Figure 1. M1 wires.
Scale bar: 20 um.
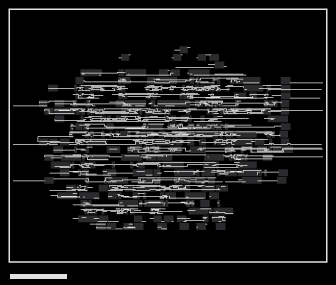
Figure 2. Placement view.
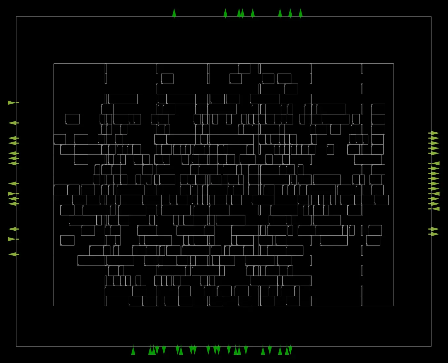
Figure 3. Sequential cells grouped by signal name.
Other sequential cells in the stronger gray, the rest of the logic in the fainter gray.
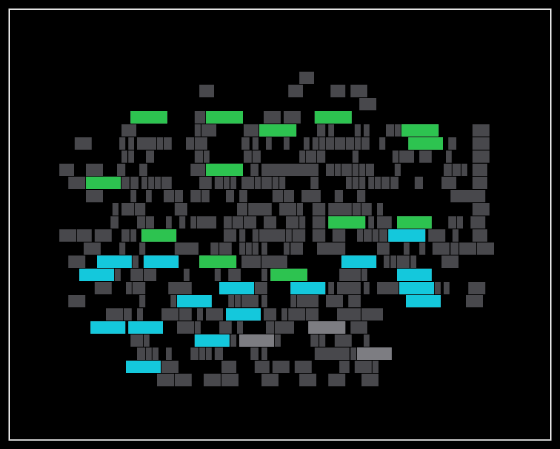
Figure 4. M2 wires.
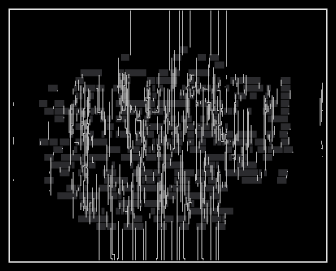
==> config.mk <==
export PLATFORM = sky130hd
export DESIGN_NAME = fetch_unit_flat
export DESIGN_NICKNAME = d
export VERILOG_FILES = /design/src/rtl/fetch_unit_pkg.sv /design/src/rtl/fetch_unit_if.sv /design/src/rtl/fetch_unit_pc_counter.sv /design/src/rtl/fetch_unit.sv /design/src/flat_wrapper.sv
export SDC_FILE = /design/constraint.sdc
export NUM_CORES = 1
export LEC_CHECK = 0
export ABC_AREA = 1
export CORE_ASPECT_RATIO = 0.75
export CORE_MARGIN = 10
export CORE_UTILIZATION = 28
export DETAILED_ROUTE_END_ITERATION = 10
export SLEW_MARGIN = 20
export SYNTH_ARGS = -nofsm -noshare
export SYNTH_HDL_FRONTEND = slang
export SYNTH_SLANG_ARGS = --single-unit
==> constraint.sdc <==
create_clock -name clk -period 1.5 [get_ports clk]
set_input_delay 0.225 -clock clk [delete_from_list [all_inputs] [get_ports clk]]
set_output_delay 0.225 -clock clk [all_outputs]
set_load 0.005 [all_outputs]
==> CHANGELOG.md <==
## Flow update

* Status: finished, final reports clean
* Number of setup buffers added after CTS at 0
* Plain + repair buffers at 79
* WP buf/inv at 2
* Max H-tree Level at 2
* Multi-input gates at 177
* Well tap count at 78
* Die W at 111.8 um
* Final Hold Fails at 0
* Layout cells sized above 1 at 0.2174
* Worst Path Max Fanout at 2
* Max Clock Skew at 0.006438 ns
* Die area at 0.009931 mm^2
* Placed cells at 391
* Met3 Wirelength at 407 um
* Synthesized net count at 263
* Setup TNS at 0 ns
* First-pass GRT wire length at 9.384 mm
* Post-placement worst setup slack at -0.3498 ns
* Maximum vdd drop at 0.0003150 V
* Final setup margin at 0.04971 ns
* Initial Utilization at 0.2961
* Met3 usage at 0.04395
* Buffer type at the clock tree root: clkbuf_8
* Async set-reset flop share out of synthesis at 0
* Final worst-path cycle share at 0.9669
* Most common cell after layout, fill and taps aside: nand2_1
* Antenna-violating nets left at 0
* Ports at 60
* Synth logic family: simple AND/OR/NAND/NOR gates
* # diodes at 0
* Slowest stage delay, CP at 0.49 ns
* Leading cell kind: multi-input combinational cells
* Simple-gate area share of the yosys netlist at 0.2949
* DR top layer: met4
* Fa+ha+maj area frac at 0.007072
* Synthesized area at 0.001769 mm^2
* Non-clk buf share at 0.2892
* Congestion Overflow GR at 0
* Hold path cells at 2
* Largest net degree at the start of global routing at 33
* CTS tree: done
* PD cells at 797.6 mW/mm^2
* Max clock buf depth at 2
* Pint at 1.525 mW
* Area grow syn2layout at 51.13%
* Clock Sinks at 32
* Logic area at 958.4 um^2
* Worst r2r path cells at 8
* Detail Placement HPWL at 4.454 mm
* Main flop type: dfxtp_1
* First-pass iteration count of the detailed router at 4
* Critical path type: flop to output port
* Relative slew margins at 0.8111
* Clk pin slew, worst setup/hold paths at 0.07 ns
* Yosys cell count at 247
* Antenna violations before repair at 0
* Yosys top cell by area: dfxtp_1
* Tool Warnings at 26
* Setup crit end kind: output port
* R2r setup slk at 0.21 ns
* Top area cell types: dfxtp_1 (36%), nand2_1 (12%), o21ai_0 (5.9%), a211oi_1 (5.1%), inv_1 (4.9%)
* F_max at 689.5 MHz
* Yosys stat area at 0.001769 mm^2
* Critical path depth at 2
* ClkCell Share at 0.03463
* Worst slew pin tran at 0.2830 ns
* Post-synth regs at 32
* Top delay family on crit path: buffers and inverters
* Placed inst area at 0.002550 mm^2
* Seq pwr share at 0.445
## Picture notes: Figure 1
The layer carries 2,940 um of wire. The wires run mostly horizontal. The longest straight run is 35.4 um.
via count: 1,899
Total Routed Length: 5.977 mm
met1 Use GR: 0.1494

## Picture notes: Figure 2
post-layout util: 0.4474
flop share of the area: 0.2447

## Picture notes: Figure 3
Green is u_core.u_pc_counter.pc_o, flops 13. Cyan is u_core.ir_q, flops 16.
FF+latch area: 654.4 um^2
Seq group: 948 uW

## Picture notes: Figure 4
266 nets have wire on it. The layer holds 42% of the routed length. The longest straight run is 36.4 um.
M2 GR Usage: 0.1785

Power figures rest on the tool's default switching activity, not on a simulated workload.
